--- src/rtl/compuertas_pipe.sv ---
// Bitwise gate unit with a 2-entry in-order result buffer and a valid/ready handshake on both sides.
// Optional macro COMPUERTAS_PIPE_REDUCE_EN adds reduction AND/OR/XOR outputs of the head result.
module compuertas_pipe #(
    parameter int WIDTH = 8,
    parameter int CNT_W = 16
) (
    input  logic             clk,
    input  logic             rst_n,
    input  logic [WIDTH-1:0] a,
    input  logic [WIDTH-1:0] b,
    input  logic [2:0]       op,
    input  logic             in_valid,
    output logic             in_ready,
    output logic [WIDTH-1:0] y,
    output logic [2:0]       y_op,
    output logic             out_valid,
    input  logic             out_ready,
    output logic [CNT_W-1:0] txn_count
`ifdef COMPUERTAS_PIPE_REDUCE_EN
    ,
    output logic             y_rand,
    output logic             y_ror,
    output logic             y_rxor
`endif
);

    function automatic logic [WIDTH-1:0] gate_eval(input logic [WIDTH-1:0] ga,
                                                   input logic [WIDTH-1:0] gb,
                                                   input logic [2:0]       gop);
        logic [WIDTH-1:0] r;
        case (gop)
            3'd0:    r = ga & gb;
            3'd1:    r = ga | gb;
            3'd2:    r = ~ga;
            3'd3:    r = ~(ga & gb);
            3'd4:    r = ~(ga | gb);
            3'd5:    r = ga ^ gb;
            3'd6:    r = ~(ga ^ gb);
            default: r = ga;
        endcase
        return r;
    endfunction

    logic [1:0]       count_p1;
    logic [WIDTH-1:0] head_y_p1, tail_y_p1;
    logic [2:0]       head_op_p1, tail_op_p1;
    logic [WIDTH-1:0] res_p0;
    logic             push_p0, pop_p1, vld_p1;

    // Stage 0: gate evaluation and handshake decode
    assign res_p0   = gate_eval(a, b, op);
    assign vld_p1   = (count_p1 != 2'd0);
    assign in_ready = (count_p1 != 2'd2);
    assign push_p0  = in_valid && in_ready;
    assign pop_p1   = vld_p1 && out_ready;

    always_ff @(posedge clk or negedge rst_n) begin
        if (!rst_n) begin
            count_p1  <= 2'd0;
            txn_count <= '0;
        end else begin
            case ({push_p0, pop_p1})
                2'b10:   count_p1 <= count_p1 + 2'd1;
                2'b01:   count_p1 <= count_p1 - 2'd1;
                default: count_p1 <= count_p1;
            endcase
            if (pop_p1)
                txn_count <= txn_count + CNT_W'(1);
        end
    end

    // Stage 1: buffer storage; a new result lands in the head whenever the head is free after this edge
    always_ff @(posedge clk) begin
        if (push_p0 && ((count_p1 == 2'd0) || ((count_p1 == 2'd1) && pop_p1))) begin
            head_y_p1  <= res_p0;
            head_op_p1 <= op;
        end else if (pop_p1 && (count_p1 == 2'd2)) begin
            head_y_p1  <= tail_y_p1;
            head_op_p1 <= tail_op_p1;
        end
        if (push_p0 && (count_p1 == 2'd1) && !pop_p1) begin
            tail_y_p1  <= res_p0;
            tail_op_p1 <= op;
        end
    end

    // Data is gated by valid so outputs read zero while empty or in reset without resetting storage
    assign out_valid = vld_p1;
    assign y         = vld_p1 ? head_y_p1 : '0;
    assign y_op      = vld_p1 ? head_op_p1 : 3'd0;

`ifdef COMPUERTAS_PIPE_REDUCE_EN
    assign y_rand = vld_p1 && (&head_y_p1);
    assign y_ror  = vld_p1 && (|head_y_p1);
    assign y_rxor = vld_p1 && (^head_y_p1);
`endif

endmodule

--- config.mk ---
export PLATFORM = sky130hd
export DESIGN_NAME = compuertas_pipe
export DESIGN_NICKNAME = d
export VERILOG_FILES = /design/src/rtl/compuertas_pipe.sv
export SDC_FILE = /design/constraint.sdc
export NUM_CORES = 1
export LEC_CHECK = 0
export CAP_MARGIN = 20
export CORE_MARGIN = 8
export CORE_UTILIZATION = 50
export DETAILED_ROUTE_END_ITERATION = 8
export HOLD_SLACK_MARGIN = 0.08
export PLACE_DENSITY = 0.78
export SETUP_SLACK_MARGIN = 0.3
export SLEW_MARGIN = 20
export SYNTH_ARGS = -nofsm -noshare
export SYNTH_HDL_FRONTEND = slang
export SYNTH_SLANG_ARGS = --single-unit
export TNS_END_PERCENT = 30
--- constraint.sdc ---
create_clock -name clk -period 3.6 [get_ports clk]
set_input_delay 0.9 -clock clk [delete_from_list [all_inputs] [get_ports clk]]
set_output_delay 0.9 -clock clk [all_outputs]
set_load 0.02 [all_outputs]
==> results.yml, run 1 <==
# synthesis and place-and-route metrics
die:
  core_area_sq_um: 5107
  rows: 26
yosys:
  synth_flop_count: 40
  ff_type: "edfxtp_1"
  synth.avg_cell_area_sq_um: 9.869
  top_area_cell: "edfxtp_1"
  ys_cells: 267
  synthesis.nets: 311
  synth.top_cells.by_area: "edfxtp_1, dfrtp_1, ha_1"
  postSynthSeqShare_pct: 42.17
  edf_count: 22
min_path:
  hp-class: "flip-flop to flip-flop"
worst_setup_path:
  arrival_ns: 2.03
  worst_ep_required_time_ns: 2.70
  crit_path_max_incr_delay_ns: 0.63
  crit_chain: "inv_1, ha_1, nor2b_1, clkdlybuf4s50_1"
  worst_path_max_delay_cell: "clkdlybuf4s50_1"
cts:
  cts_max_path_buffers: 2
  worst_skew_pair.late_latency_ns: 0.29
  clock_sink_count: 40
  clkTransAtPathRegs_ns: 0.08
timing:
  maxSlewHeadroom_pct: 47.24
  max_freq_mhz: 341.3
  number_of_max_slew_violations_in_the_final_report: 0
placed_design:
  place_congestion: 0.8393
  post-place-cells: 378
  hpwlAfterDp_um: 4064
power:
  fin_total_pwr_w: 0.001903
final_layout:
  nFillCells: 450
  signal_buffer_area_fraction_pct: 16.46
  area.share.sequential_pct: 33.84
  final-comb-area_sq_um: 1350
  clock_buffer_count: 6
  layout.cells.largest_class: "combinational gates"
status:
  run_status: "finished, final reports clean"
route:
  drtIter0Drc: 116
  drt_first_pass_iters: 4
  viasPerCell: 5.290
run:
  cap_violations: 0
global_routing:
  grt_antenna_before_repair: 0
run 1: layer usage:
layer | share of wire, % | routed length [um] | GRT usage, %
met4 | 1.7 | 86 | 6.605
met5 | 0 | 0 | 0
met2 | 47 | 2427 | 23.08
met3 | 5.9 | 310 | 3.621
met1 | 46 | 2388 | 17.42
run 1: registers in the layout, indices dropped and copies added (netlist names):
register / flops
txn_count: 16
head_y_p1: 8
tail_y_p1: 8
head_op_p1: 3
tail_op_p1: 3
count_p1: 2
run 1: cell families after synthesis:
kind of cell | after synthesis | synth area share (%)
AND/OR/NAND/NOR | 93 | 18.57
AND-OR/OR-AND | 48 | 12.63
flip-flops | 40 | 42.17
buffers and inverters | 37 | 6.600
adder cells (fa/ha/maj) | 21 | 9.971
XOR/XNOR | 17 | 5.651
multiplexers | 11 | 4.416
run 1: worst paths after layout:
path                                 endpoint  cells after the start
worst max-delay path                     y[7]                      4
worst min-delay path            txn_count[15]                      1
worst max register to register  head_op_p1[2]                      5
worst min register to register  txn_count[15]                      1
max in group asynchronous       txn_count[10]                      1
min in group asynchronous        txn_count[2]                      1
run 1: report_power, final:
| part | total, W | switching, W | internal [W] |
|---|---|---|---|
| clock network | 0.000354 | 0.000149 | 0.000206 |
| logic | 0.000845 | 0.000453 | 0.000392 |
| registers | 0.000703 | 0.0000702 | 0.000633 |
| total | 0.00190 | 0.000672 | 0.00123 |
run 1: metrics by stage:
step	instance area, sq um	utilization (%)	worst slack (ns)	hold slack (ns)
after floorplan	2635	-	1.133	0.4733
after global placement	3176	62.18	0.6835	0.4592
after detailed placement	3176	62.18	0.6366	0.4714
after CTS	3283	64.28	0.6498	0.4812
after global routing	3283	64.28	0.5606	0.5015
final	3283	64.28	0.6701	0.4809
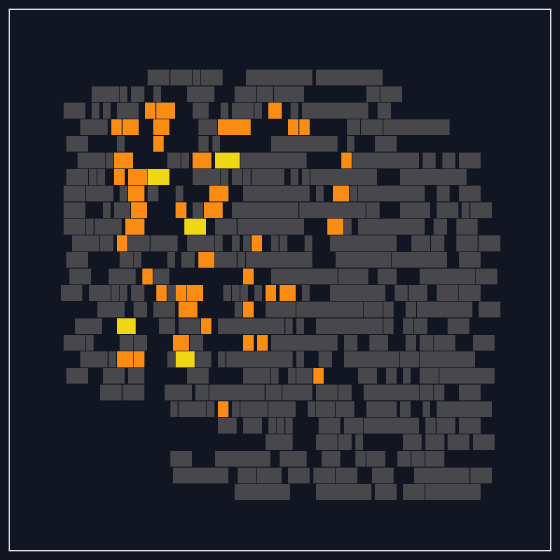
Fig. 1. Gate-type map (run 1).
family	colour	cells
non-inverting ao/oa cells	yellow	5
aoi and oai cells	orange	43
non-filler instance count after layout: 386
Comb area share: 41.12%
Commonest Layout Cell: clkdlybuf4s50_1

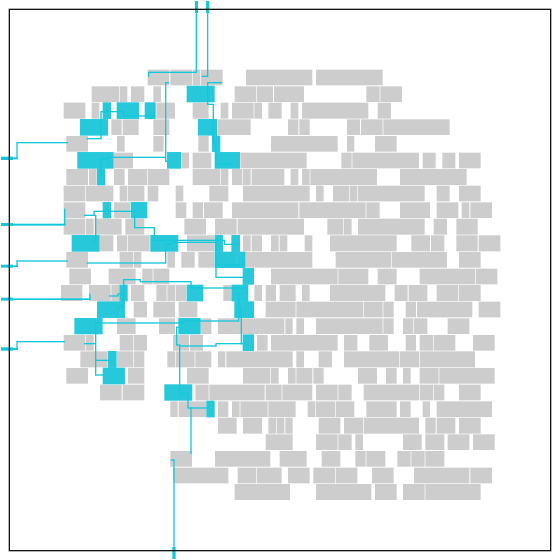
Fig. 2. Port wiring (run 1).
port	colour	bits	direction	edge	end cells	buffers	wire
`a`	cyan	8	input	5 left, 2 top, 1 bottom	35	8	362 um

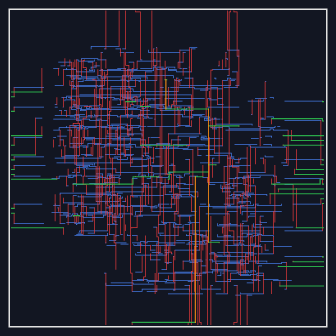
Fig. 3. Signal wires by layer (run 1).
layer	colour	wire length
M2	red	2430 um
M4	orange	86.4 um
M1	blue	2390 um
M3	green	311 um
average wire length per cell after detail routing: 13.50 um
total vias in the final route: 2042
global-route usage over all layers: 14.29%
total wirelength of the detailed-routed design: 5212 um

Fig. 4: run 1, clock wiring as the flow saved it
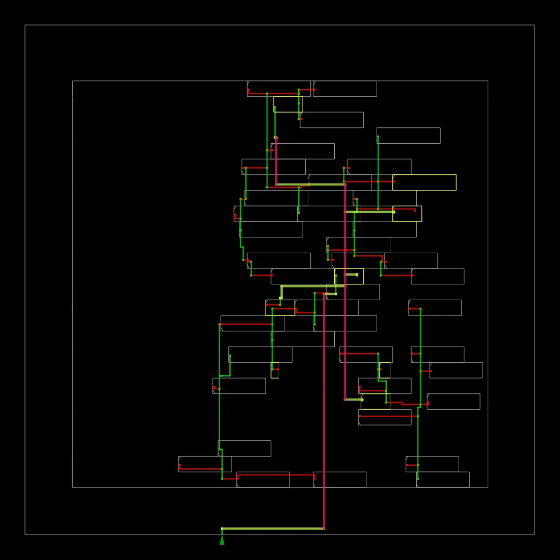

## Run 2: what changed since run 1
CORE_UTILIZATION = 47   (was 50)
PLACE_DENSITY = 0.77   (was 0.78)
clock period = 2.61 ns   (was 3.6 ns; I/O delays follow)
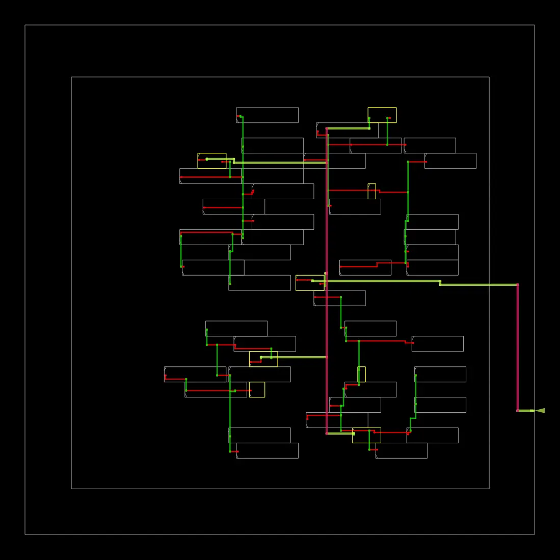
Fig. 5. Clock wiring as the flow saved it (run 2).
final setup skew: 0.005018 ns
number of flip-flops and latches: 40
clock sinks: 40

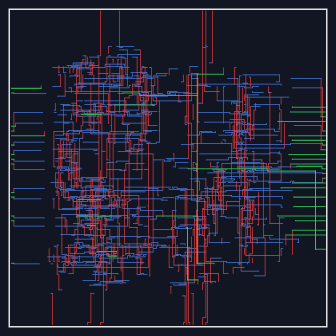
Fig. 6. Signal wires by layer (run 2).
layer	colour	wire length
M3	green	340 um
M4	orange	91.8 um
M2	red	2510 um
M1	blue	2440 um

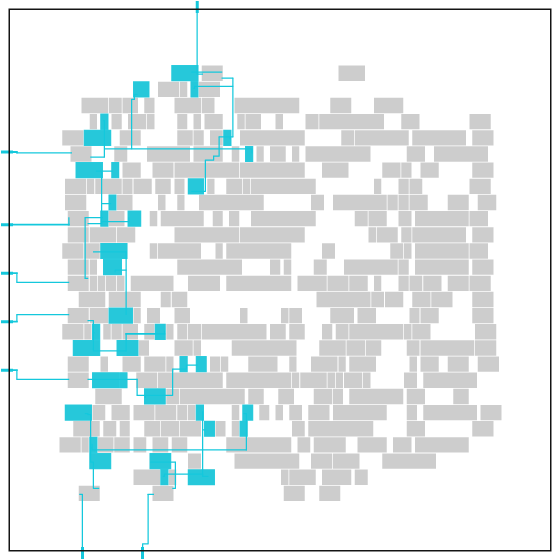
Fig. 7. Port wiring (run 2).
port	colour	bits	direction	edge	end cells	buffers	wire
`a`	cyan	8	input	5 left, 2 bottom, 1 top	35	9	348 um
Ports: 52
PortBufs: 51

==> run 2 against run 1 <==
Effect of this change: routed wire length up 3.3%; sequential share of layout area down 0.98 points; largest cell class unchanged; power up 35%; critical path type unchanged; highest routed layer unchanged.
==> results.yml, run 2 <==
# synthesis and place-and-route metrics
status:
  run_status: "finished, final reports clean"
final_layout:
  nNetsFinal: 367
  largestRegisters: "txn_count x16, head_y_p1 x8, tail_y_p1 x8"
  drive_above_1_share_pct: 7.716
  final_core_util_pct: 61.77
  largest_register_ff_count: 16
  regMostFlops: "txn_count"
  final-comb-area_sq_um: 1353
  layout.cells.most_common: "clkdlybuf4s50_1"
  antenna_cells_inserted: 0
  nFillCells: 493
route:
  drt_first_pass_iters: 5
  dr_top_layer: "met4"
  wl_met2_um: 2509
  dr_total_vias: 2078
  m1WireLength_um: 2443
  wl_met3_um: 339
  drtIter0Drc: 60
  detailed_route_drc_error_count: 0
  avgRoutedWirePerCell_um: 13.60
  viasPerCell: 5.247
  wl_um: 5385
global_routing:
  grt-busiest-layer: "met2"
  grt_usage_pct: 13.33
  grt_first_pass_wirelength_um: 9121
  grtUsageMet2_pct: 21.99
  globalRouteMet1Util_pct: 15.47
  grt-ovfl-total: 0
  grt_antenna_before_repair: 0
  grt_use_met3_pct: 4.572
min_path:
  hp-class: "flip-flop to flip-flop"
placed_design:
  preCtsSetupSlack_ns: 0.007042
  hpwlAfterDp_um: 4226
  place_congestion: 0.7808
timing:
  max_freq_mhz: 401.8
  maxSlewHeadroom_pct: 72.77
  rsz0062_at_grt: "yes"
  final_period_minus_worst_setup_slack_ns: 2.489
  number_of_max_slew_violations_in_the_final_report: 0
  setup_viol_count_final: 0
  postLayoutSetupSlackWorst_ns: 0.1210
  fin_hold_ws_ns: 0.4939
  fin_tns_setup_ns: 0
  hold_viol: 0
  final_min_period_over_clock_period_pct: 95.36
worst_setup_path:
  arrival_ns: 1.84
  worst_ep_required_time_ns: 1.96
  endpoint_kind: "output port"
  start_kind: "flip-flop"
yosys:
  async_flop_share_pct: 45.00
  synth.logic.top_family: "simple AND/OR/NAND/NOR gates"
  yosys.stat.chipArea_sq_um: 2635
  synth.avg_cell_area_sq_um: 9.869
  synth.mux.area_fraction_pct: 4.416
  yosys.area_share.simple_pct: 18.57
  yosys_warns: 0
  compound_area_share_pct: 12.63
  share_of_the_synthesized_netlist_area_taken_by_xor_and_xnor_gates_pct: 5.651
  edf_count: 22
  synthesis.nets: 311
  post_synth_num_cell_types: 47
  top_area_cell: "edfxtp_1"
  postSynthSeqShare_pct: 42.17
  ff_type: "edfxtp_1"
  synth.top_cells.by_count: "inv_1, edfxtp_1, ha_1"
  synthAdderAreaFrac_pct: 9.972
  synth_flop_count: 40
  synth.top_cells.by_area: "edfxtp_1, dfrtp_1, ha_1"
  ys_cells: 267
die:
  chipArea_sq_um: 8258
  rows: 27
  core_area_sq_um: 5473
  die_height_um: 90.88
cts:
  cts_inserted_buffers: 5
  worst_skew_pair.late_latency_ns: 0.29
  h_tree_lvl_count: 2
  clock_tree.root_cell: "clkbuf_8"
  clkTransAtPathRegs_ns: 0.07
  cts_max_path_buffers: 2
power:
  fin_total_pwr_w: 0.002561
run:
  cap_violations: 0
## run 2: worst paths after layout
check                              start             to  slack, ns  depth (start not counted)
min                        txn_count[15]  txn_count[15]       0.49                          1
min reg2reg                txn_count[15]  txn_count[15]       0.49                          1
max reg2reg                  count_p1[0]   head_y_p1[4]       0.63                          6
max                          count_p1[0]           y[6]       0.12                          4
min in group asynchronous          rst_n   txn_count[9]       0.69                          2
max in group asynchronous          rst_n    count_p1[0]       1.73                          2
## run 2: what timing repair did
action | in CTS | in global routing
setup endpoints to repair | 13 | 15
hold endpoints to repair | 0 | 0
hold buffers | 0 | 0
gates resized | 4 | 4
buffers inserted | 0 | 0
pin swaps | 0 | 0
## run 2: critical path, stage by stage (launching register included)
cell             delay [ns]
dfrtp_1                0.39
inv_1                  0.09
ha_2                   0.28
nor2b_1                0.13
clkdlybuf4s50_1        0.64
## run 2: per-stage QoR
| stage | cells | area, sq um |
|---|---|---|
| floorplan | 267 | 2635 |
| global placement | 388 | 3288 |
| detailed placement | 388 | 3288 |
| CTS | 396 | 3371 |
| global route | 396 | 3381 |
| finish | 396 | 3381 |
## run 2: logic make-up after synthesis
family | count (synthesis)
compound gates | 48
xor+xnor | 17
simple gates | 93
buf+inv | 37
fa+ha+maj | 21
mux | 11
flops | 40
## run 2: area by class of cell
class | count | area share (%)
inverter | 23 | 2.554
multi-input combinational | 190 | 40.01
sequential | 40 | 32.86
clock inverter | 2 | 0.3331
timing repair buffer | 63 | 19.43
tap | 72 | 2.665
clock buffer | 6 | 2.147
## run 2: power breakdown
part | internal, W | switching, W | leakage (nW) | total [W]
Sequential | 0.000872 | 0.000102 | 0.440 | 0.000974
Clock | 0.000185 | 0.000206 | 0.0388 | 0.000391
Combinational | 0.000553 | 0.000643 | 0.989 | 0.00120
No activity file was given, so power comes from the tool's default toggle rates.
